==> config.mk <==
export PLATFORM = sky130hd
export DESIGN_NAME = instruction_fetch
export DESIGN_NICKNAME = d
export VERILOG_FILES = /design/src/rtl/instruction_fetch.sv
export SDC_FILE = /design/constraint.sdc
export NUM_CORES = 1
export LEC_CHECK = 0
export CAP_MARGIN = 10
export CORE_MARGIN = 10
export CORE_UTILIZATION = 44
export CTS_CLUSTER_DIAMETER = 30
export CTS_CLUSTER_SIZE = 10
export DETAILED_ROUTE_END_ITERATION = 8
export HOLD_SLACK_MARGIN = 0.08
export PLACE_DENSITY_LB_ADDON = 0.2
export REMOVE_ABC_BUFFERS = 1
export SLEW_MARGIN = 10
export SYNTH_ARGS = -nofsm -noshare
export SYNTH_HDL_FRONTEND = slang
export SYNTH_SLANG_ARGS = --single-unit
==> constraint.sdc <==
create_clock -name clk -period 3.05 [get_ports clk]
set_input_delay 0.61 -clock clk [delete_from_list [all_inputs] [get_ports clk]]
set_output_delay 0.61 -clock clk [all_outputs]
set_load 0.02 [all_outputs]
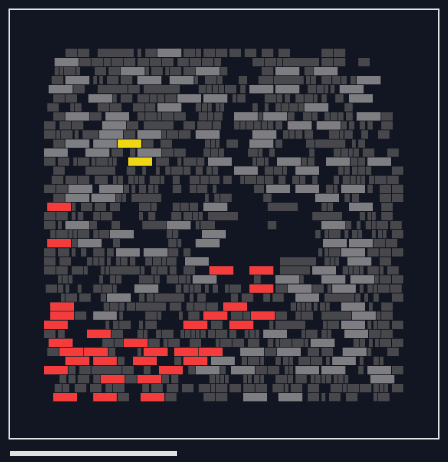
(images/ff_map.png)
Scale bar: 50 microns. Other sequential cells in the stronger grey, the rest of the logic in the fainter grey.
| colour | netlist name | flops |
|---|---|---|
| red | `out_pc` | 32 |
| yellow | `state_q` | 2 |
not coloured: 98
sequential standard cell area: 0.00264 sq mm
sequential cell area share: 33.6%
Seq group: 1790 uW
utilization after layout: 68.5%

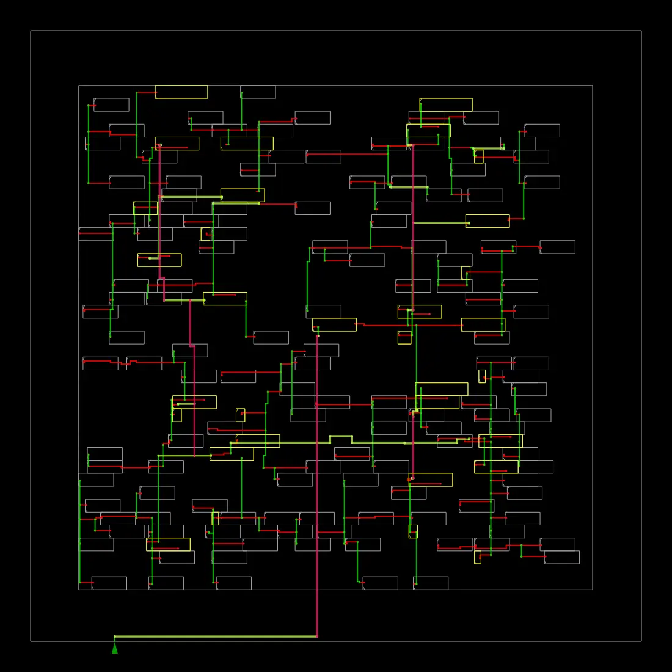
(images/clock_nets.png)
CLK BUF: 21
worst clock skew: 8.26 ps

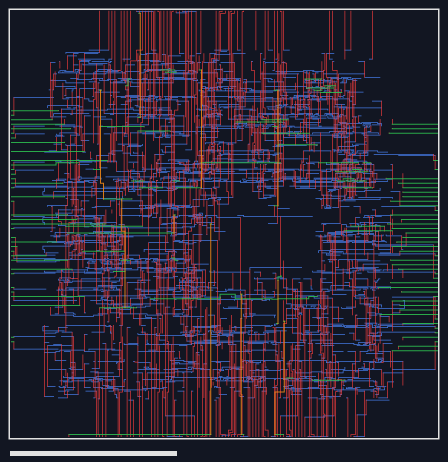
(images/layers.png)
Scale bar: 50 microns.
| colour | layer | wire length |
|---|---|---|
| orange | M4 | 329 microns |
| blue | M1 | 6300 microns |
| green | M3 | 1220 microns |
| red | M2 | 8280 microns |
final wirelength: 16.1 mm
WL/cell: 17.1 microns
routed vias: 5114
Total GRT Usage: 18.8%

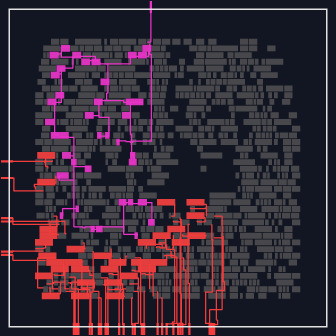
(images/port_trees.png)
| colour | port | direction | edge | end cells | buffers | wire |
|---|---|---|---|---|---|---|
| magenta | `redirect_valid` | input | top | 40 | 2 | 394 microns |
| red | `out_pc` | output | 26 bottom, 6 left | 32 | 32 | 1130 microns |
I/O Pins: 198
port bufs: 197

==> notes.md <==
run metrics: cts hold-fix bufs 0, clock share of power around 50%, FF-to-FF setup slack roughly 530 ps, Crit path required time approximately 3400 ps, yosys stat cell total 600, YS warnings 0, GPL Wtd Cong 0.824, Die Size between 0.015 and 0.02 sq mm, row count 39, status completed, cell area after synthesis slightly above 0.005 sq mm, grt ovf 0, Root Buffer clkbuf_16, Fin. Hold Viols 0, Crit. path cell count 5, max-cap violation count 0, CTS tree done, Slew Limit Headroom 54.7%, hold_ws between 400 and 500 ps, IR drop worst, VDD 0.453 mV, Seq pwr share 42.5%, core area ~0.011 sq mm, CP most frequent cell or4_4, Nets 859, critical path class reg2reg, Late-Pin Clk Latency about 410 ps, antenna-violating nets left 0, CTS clock-pin slew for the worst setup and hold paths around 50 ps, Syn Area/Cell around 8.6 sq um, critical path data arrival time ~2900 ps, endpoint type of the worst setup path flop, crit path launch type flop, crit path buf inv count 0, DRC viols 0, Tightest Pin Transition around 670 ps, FP Util 45.2%, Registers, synthesis about 130, Max Root-Sink Buffers 2, Final min period 2520 ps
-- cell families after synthesis --
kind of cell,Yosys count
buf+inv,49
simple gates,262
fa+ha+maj,2
flops,132
mux,24
xor+xnor,3
compound gates,128
-- cell type report --
type,count,area (sq um),area share (%)
Sequential cell,132,2640,33.6
Tap cell,143,179,2.28
Clock buffer,21,450,5.73
Timing Repair Buffer,208,2060,26.2
Inverter,11,42.5,0.541
Multi-Input combinational cell,419,2320,29.6
Clock inverter,11,158,2.01
-- layer usage --
layer,GRT usage (%),routed length [microns],vias up
li1,-,-,2504
met1,20.7,6300,2409
met2,32.3,8280,176
met3,6.32,1220,25
met4,8.12,328,0
met5,0,0,-
-- power groups by stage --
stage | logic (uW) | clock network (uW) | registers, uW
floorplan | 91.5 | 0 | 1850
global placement | 311 | 0 | 1820
detailed placement | 317 | 0 | 1820
CTS | 320 | 2140 | 1790
global route | 343 | 2210 | 1790
finish | 317 | 2100 | 1790
-- Yosys cell counts, types with 2 or more instances --
library cell   count  share of area [%]
xnor2_1            2               0.34
buf_1              6               0.43
o21ai_0           21                2.0
nor4_1             7               0.85
dlygate4sd3_1      2               0.39
a21oi_1           78                7.5
buf_2              2               0.19
o31a_1             2               0.34
mux2i_1           24                4.6
nor3_1             7               0.68
nand4_1           15                1.8
and2_1             3               0.36
inv_1             10               0.72
or4_1              8                1.2
and4_1             6                1.0
or4_4              2               0.43
nor2_1            34                2.5
nand2_1          113                8.2
o31ai_1           10                1.4
nand3_1           14                1.4
or3_1             16                1.9
o22ai_1            2               0.24
a22oi_1            3               0.43
a31oi_1            3               0.36
ha_1               2               0.48
clkbuf_1          24                1.7
dfxtp_1          132                 51
o21a_1             3               0.43
and3_1            28                3.4
nor3b_1            2               0.29
-- metrics by stage --
step / power (uW) / instances / utilization (%) / worst slack, ps / TNS, ps
final: 4210 / 945 / 68.5 / 525 / 0
after global routing: 4340 / 945 / 68.5 / 329 / 0
after CTS: 4250 / 945 / 68.5 / 529 / 0
after detailed placement: 2140 / 913 / 63.2 / 460 / 0
after global placement: 2130 / 913 / 63.2 / 484 / 0
after floorplan: 1940 / 562 / - / -1900 / -82860
-- worst min-delay path, stage by stage, from the launching register on --
cell	delay [ps]
dfxtp_1	300
nand2_1	50
a21oi_1	50
No activity file was given, so power comes from the tool's default toggle rates.
